**src/rtl/mult_scheduler.sv**
```systemverilog
// mult_scheduler: round-robin front end that shares one sequential multiplier
// among NUM_REQ requesters. It grants one request at a time, launches the
// multiplier, and waits for done (guarded by a timeout watchdog). It then
// returns a tagged product, or an error response if the watchdog expires.
module mult_scheduler #(
    parameter int unsigned NUM_REQ = 4,
    parameter int unsigned WIDTH   = 8,
    parameter int unsigned TIMEOUT = 64,
    localparam int unsigned IDW    = (NUM_REQ > 1) ? $clog2(NUM_REQ) : 1,
    localparam int unsigned PW     = 2 * WIDTH
) (
    input  logic                     clk,
    input  logic                     reset,
    input  logic [NUM_REQ-1:0]       req,
    input  logic [NUM_REQ*WIDTH-1:0] req_a,
    input  logic [NUM_REQ*WIDTH-1:0] req_b,
    output logic [NUM_REQ-1:0]       req_ack,
    output logic                     rsp_valid,
    output logic [IDW-1:0]           rsp_id,
    output logic [PW-1:0]            rsp_product,
    output logic                     rsp_err,
    output logic                     busy,
    output logic [15:0]              ops_count,
    output logic                     mult_start,
    output logic [WIDTH-1:0]         mult_a,
    output logic [WIDTH-1:0]         mult_b,
    input  logic [PW-1:0]            mult_product,
    input  logic                     mult_done
);

    localparam int unsigned CW = (TIMEOUT > 1) ? $clog2(TIMEOUT) : 1;

    localparam logic [1:0] IDLE  = 2'd0;
    localparam logic [1:0] ISSUE = 2'd1;
    localparam logic [1:0] WAIT  = 2'd2;
    localparam logic [1:0] RESP  = 2'd3;

    logic [1:0]         state;
    logic [1:0]         state_nxt;
    logic [IDW-1:0]     ptr;
    logic [IDW-1:0]     ptr_nxt;
    logic [IDW-1:0]     gid;
    logic [IDW-1:0]     gid_nxt;
    logic [CW-1:0]      cnt;
    logic [CW-1:0]      cnt_nxt;
    logic [NUM_REQ-1:0] ack_nxt;
    logic               start_nxt;
    logic [WIDTH-1:0]   a_nxt;
    logic [WIDTH-1:0]   b_nxt;
    logic               valid_nxt;
    logic [IDW-1:0]     id_nxt;
    logic [PW-1:0]      prod_nxt;
    logic               err_nxt;
    logic               busy_nxt;
    logic [15:0]        ops_nxt;

    logic               grant_found;
    logic [IDW-1:0]     grant_id;
    logic [IDW-1:0]     scan_idx;
    logic [WIDTH-1:0]   op_a [NUM_REQ];
    logic [WIDTH-1:0]   op_b [NUM_REQ];

    // Unpack the flat operand buses into per-requester words.
    for (genvar g = 0; g < NUM_REQ; g++) begin : g_unpack
        assign op_a[g] = req_a[g*WIDTH +: WIDTH];
        assign op_b[g] = req_b[g*WIDTH +: WIDTH];
    end

    // Round-robin search: first set request at or after the pointer, wrapping.
    always_comb begin
        grant_found = 1'b0;
        grant_id    = '0;
        scan_idx    = '0;
        for (int unsigned k = 0; k < NUM_REQ; k++) begin
            scan_idx = IDW'((32'(ptr) + k) % NUM_REQ);
            if (!grant_found && req[scan_idx]) begin
                grant_found = 1'b1;
                grant_id    = scan_idx;
            end
        end
    end

    // Next-state and next-output computation for the scheduler FSM.
    always_comb begin
        state_nxt = state;
        ptr_nxt   = ptr;
        gid_nxt   = gid;
        cnt_nxt   = cnt;
        ack_nxt   = '0;
        start_nxt = 1'b0;
        a_nxt     = mult_a;
        b_nxt     = mult_b;
        valid_nxt = 1'b0;
        id_nxt    = rsp_id;
        prod_nxt  = rsp_product;
        err_nxt   = rsp_err;
        ops_nxt   = ops_count;

        case (state)
            IDLE: begin
                if (grant_found) begin
                    // ack and start are registered so both appear during ISSUE
                    state_nxt = ISSUE;
                    gid_nxt   = grant_id;
                    a_nxt     = op_a[grant_id];
                    b_nxt     = op_b[grant_id];
                    ack_nxt   = NUM_REQ'(1) << grant_id;
                    start_nxt = 1'b1;
                end
            end
            ISSUE: begin
                // mult_done may still be the previous operation's flag; ignore it here
                ptr_nxt   = (32'(gid) == NUM_REQ - 1) ? '0 : gid + IDW'(1);
                cnt_nxt   = '0;
                state_nxt = WAIT;
            end
            WAIT: begin
                cnt_nxt = cnt + CW'(1);
                if (mult_done) begin
                    // done beats the watchdog when both land on the same cycle
                    state_nxt = RESP;
                    valid_nxt = 1'b1;
                    id_nxt    = gid;
                    prod_nxt  = mult_product;
                    err_nxt   = 1'b0;
                    ops_nxt   = ops_count + 16'd1;
                end else if (cnt == CW'(TIMEOUT - 1)) begin
                    state_nxt = RESP;
                    valid_nxt = 1'b1;
                    id_nxt    = gid;
                    prod_nxt  = '0;
                    err_nxt   = 1'b1;
                end
            end
            RESP: begin
                state_nxt = IDLE;
            end
            default: begin
                state_nxt = IDLE;
            end
        endcase

        busy_nxt = (state_nxt != IDLE);
    end

    // State and output registers with synchronous reset.
    always_ff @(posedge clk) begin
        if (reset) begin
            state       <= IDLE;
            ptr         <= '0;
            gid         <= '0;
            cnt         <= '0;
            req_ack     <= '0;
            mult_start  <= 1'b0;
            mult_a      <= '0;
            mult_b      <= '0;
            rsp_valid   <= 1'b0;
            rsp_id      <= '0;
            rsp_product <= '0;
            rsp_err     <= 1'b0;
            busy        <= 1'b0;
            ops_count   <= '0;
        end else begin
            state       <= state_nxt;
            ptr         <= ptr_nxt;
            gid         <= gid_nxt;
            cnt         <= cnt_nxt;
            req_ack     <= ack_nxt;
            mult_start  <= start_nxt;
            mult_a      <= a_nxt;
            mult_b      <= b_nxt;
            rsp_valid   <= valid_nxt;
            rsp_id      <= id_nxt;
            rsp_product <= prod_nxt;
            rsp_err     <= err_nxt;
            busy        <= busy_nxt;
            ops_count   <= ops_nxt;
        end
    end

endmodule

```
**config.mk**
```make
export PLATFORM = sky130hd
export DESIGN_NAME = mult_scheduler
export DESIGN_NICKNAME = d
export VERILOG_FILES = /design/src/rtl/mult_scheduler.sv
export SDC_FILE = /design/constraint.sdc
export NUM_CORES = 1
export LEC_CHECK = 0
export CORE_AREA = 2 2 88 90
export CTS_CLUSTER_DIAMETER = 30
export CTS_CLUSTER_SIZE = 28
export DETAILED_ROUTE_END_ITERATION = 7
export DIE_AREA = 0 0 90 92
export DONT_BUFFER_PORTS = 1
export PLACE_DENSITY = 0.63
export SYNTH_ARGS = -nofsm -noshare
export SYNTH_HDL_FRONTEND = slang
export SYNTH_SLANG_ARGS = --single-unit
```
**constraint.sdc**
```tcl
create_clock -name clk -period 3.4 [get_ports clk]
set_input_delay 0.68 -clock clk [delete_from_list [all_inputs] [get_ports clk]]
set_output_delay 0.68 -clock clk [all_outputs]
set_load 0.05 [all_outputs]
```
==> run_1/wires.png <==
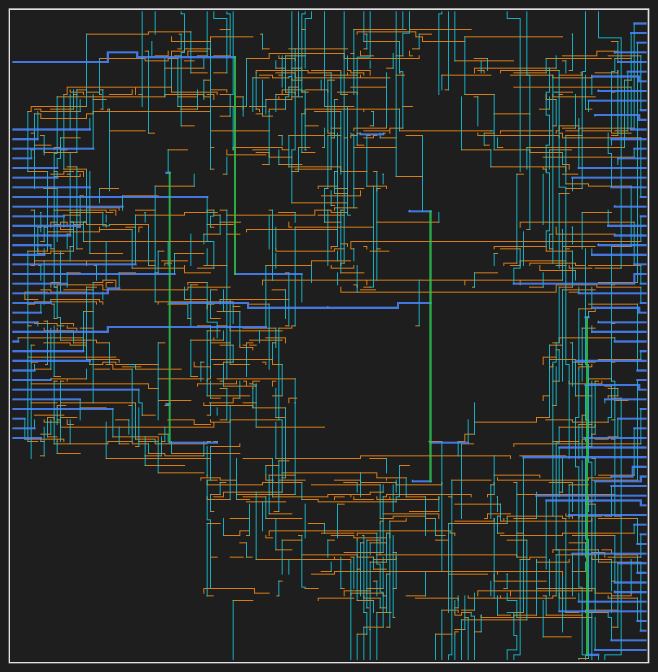
metal 3 -> blue  # wire length 792 microns
metal 4 -> green  # wire length 154 microns
metal 2 -> cyan  # wire length 3220 microns
metal 1 -> orange  # wire length 2960 microns

==> run_1/sizes.png <==
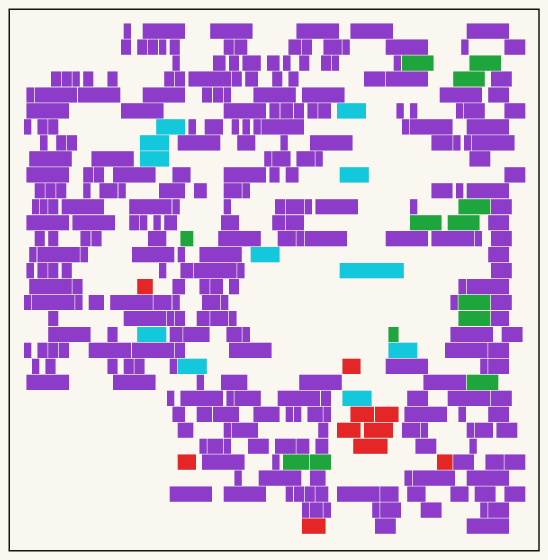
_2 cells -> green  # cells 13, share 3.8%, most used o221ai_2
_0 and _1 cells -> purple  # cells 304, share 90%, most used dfxtp_1
_3 and _4 cells -> red  # cells 10, share 3.0%
_6 and larger -> cyan  # cells 11, share 3.3%, most used clkbuf_8
synthesis-to-finish area growth: 5.594%
final worst slack: 1.275 ns
Buffers, non-clock: 1
Finished Cell Area: 3401 sq um

==> run_results.csv, run 1 <==
group,metric,value,unit
run_status,status,"finished clean",
sta,clock.fmax,470.7,MHz
power_and_ir_drop,seqPwrFrac,0.547,
power_and_ir_drop,pg_clk,668,uW
place,io_buffers,0,
synth,postSynthSeqShare,0.4351,
power_and_ir_drop,power_frac_comb,0.181,
sta,setup_viol,0,
cts,clk_latency,0.34,ns
power_and_ir_drop,p_clk_frac,0.272,
worst_hold_path,hp-start,"reset",
power_and_ir_drop,peakVddDrop,307.4,uV
drt,wl_per_cell,16.19,microns
setup_path,critical_path.slowest_cell,"o22a_2",
cts,cts_hold_buf,0,
drt,drt-vias-per-instance,5.430,
synth,postSynthCellCount,342,
cts,cts_tree,"yes",
drt,met1_length,2954,microns
sta,tns,0,ns
synth,synthTopLogicFamily,"simple AND/OR/NAND/NOR gates",
synth,synthXorXnorAreaFrac,0.03807,
drt,ant_nets,0,
sta,hold_ws,0.4109,ns
synth,synth.most_common_cell,"dfxtp_1",
sta,finClkSkew,0.009081,ns
grt,use_met3,0.08463,
grt,grt_start_max_net_pins,47,
cts,cts_resized,0,
power_and_ir_drop,powerDensity,721.5,nW/um^2
setup_path,slowest_delay,0.67,ns
synth,synth_flop_count,70,
power_and_ir_drop,comb_cell_power,444,uW
cells_and_area,largest_class,"combinational gates",
die,die_area,8280,sq um
grt,grt_usage,0.1699,
synth,synth_area,3221,sq um
==> run_1/placement.png <==
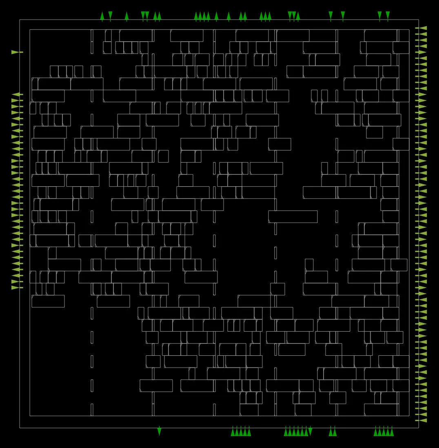
core footprint: 7447 sq um
fraction of area in registers: 0.4121
fin cells: 440
Seq Cell Count: 70

==> run_1/io_fan.png <==
Scale bar: 20 microns.
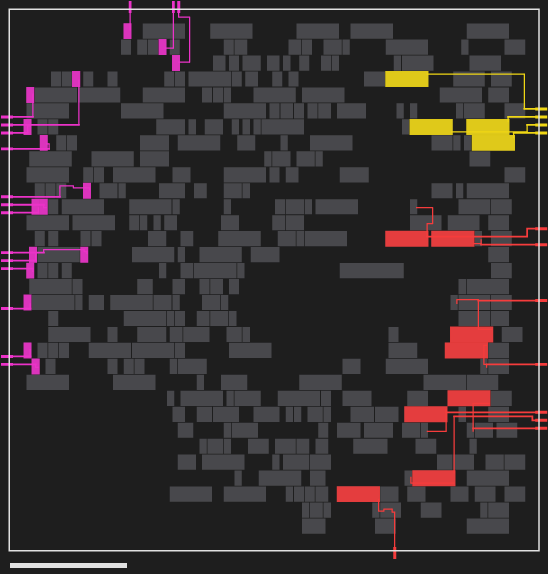

--- run 2 (diff from run 1) ---
--- a/config.mk
+++ b/config.mk
@@ -11,7 +11,7 @@
 export DETAILED_ROUTE_END_ITERATION = 7
 export DIE_AREA = 0 0 90 92
 export DONT_BUFFER_PORTS = 1
-export PLACE_DENSITY = 0.63
+export PLACE_DENSITY = 0.65
 export SYNTH_ARGS = -nofsm -noshare
 export SYNTH_HDL_FRONTEND = slang
 export SYNTH_SLANG_ARGS = --single-unit
==> constraint.sdc (replaced) <==
create_clock -name clk -period 1.7 [get_ports clk]
set_input_delay 0.34 -clock clk [delete_from_list [all_inputs] [get_ports clk]]
set_output_delay 0.34 -clock clk [all_outputs]
set_load 0.05 [all_outputs]
==> run_2/io_fan.png <==
Scale bar: 20 microns.
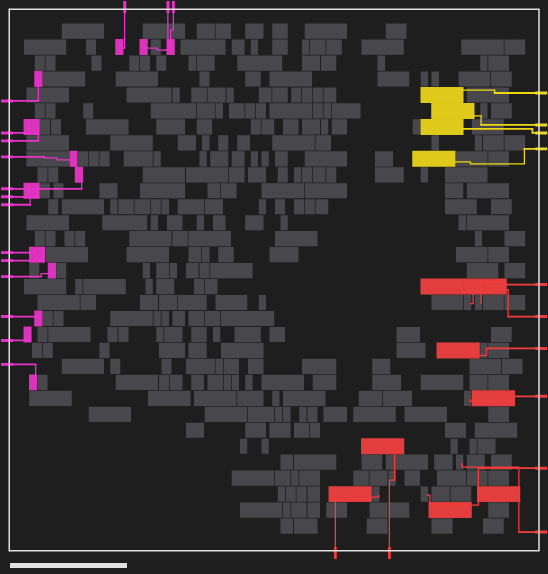
mult_product -> magenta  # direction input, end cells 16, wire 115 microns
mult_b -> red  # direction output, end cells 8, wire 143 microns
req_ack -> yellow  # direction output, end cells 4, wire 56.3 microns
I/O pins: 145
IO buf count: 0

==> run_2/placement_by_type.png <==
Fill, decap, tap and diode cells in gray.
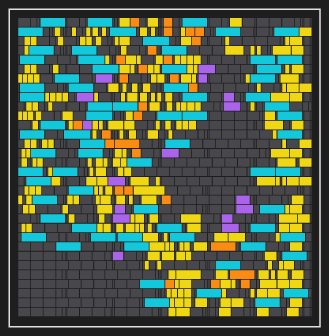
clock drivers and dummy loads -> purple  # cells 16, share of their area 5.2%
flops -> cyan  # cells 70, share of their area 40%
other buffers and delay cells -> orange  # cells 28, share of their area 7.0%
combinational and other logic -> yellow  # cells 253, share of their area 48%
fraction of area in registers: 0.3838
Std-Cell Rows: 32
Finished Cell Area: 3671 sq um
Core Util, Final: 0.4929

==> run 2 against run 1 <==
Effect of this change: synthesized cell count is the same; flip-flop count is the same; largest power group unchanged; final cell count grew 6.6%; synthesized area is the same.
==> run_results.csv, run 2 <==
group,metric,value,unit
run_status,status,"finished clean",
cells_and_area,n_all_buffers,28,
grt,grt_usage,0.1739,
power_and_ir_drop,comb_cell_power,1070,uW
power_and_ir_drop,powerDensity,1359,nW/um^2
grt,use_met3,0.09039,
cts,cts_resized,0,
synth,postSynthCellCount,342,
drt,ant_nets,0,
sta,hold_ws,0.05155,ns
setup_path,critical_path.slowest_cell,"dfxtp_1",
sta,clock.fmax,642.6,MHz
sta,worst_pin_slew,0.6872,ns
die,die_area,8280,sq um
setup_path,slowest_delay,0.37,ns
synth,synth.most_common_cell,"dfxtp_1",
power_and_ir_drop,p_clk_frac,0.251,
power_and_ir_drop,peakVddDrop,548.6,uV
cells_and_area,finalNonFillerCells,469,
power_and_ir_drop,seqPwrFrac,0.534,
cells_and_area,comb_area,1668,sq um
cells_and_area,clk_share,0.05044,
synth,postSynthSeqShare,0.4351,
synth,synth-edff-count,0,
drt,drt-vias-per-instance,5.405,
power_and_ir_drop,pg_clk,1250,uW
sta,worst_slack,0.1439,ns
worst_hold_path,hp-start,"reset",
drt,wl_per_cell,15.54,microns
sta,finClkSkew,0.01127,ns
grt,grt_start_max_net_pins,47,
setup_path,worstPathRequired,1.92,ns
synth,top_cell_area_share,0.4351,
sta,tns,0,ns
cells_and_area,largest_class,"combinational gates",
sta,setup_viol,0,
synth,synth_area,3221,sq um
die,core,7447,sq um
cells_and_area,seq_cells,70,
power_and_ir_drop,power_frac_comb,0.215,
synth,synthTopLogicFamily,"simple AND/OR/NAND/NOR gates",
cts,cts_tree,"yes",
drt,met1_length,2977,microns
cts,cts_root_buf,"clkbuf_8",
cts,clk_latency,0.35,ns
cts,path_clk_slew,0.09,ns
power_and_ir_drop,internal_power,2927,uW
cells_and_area,layout-area-overhead-vs-synth,13.99,%
synth,synthXorXnorAreaFrac,0.03807,
Power is estimated from default activity; no workload was simulated.
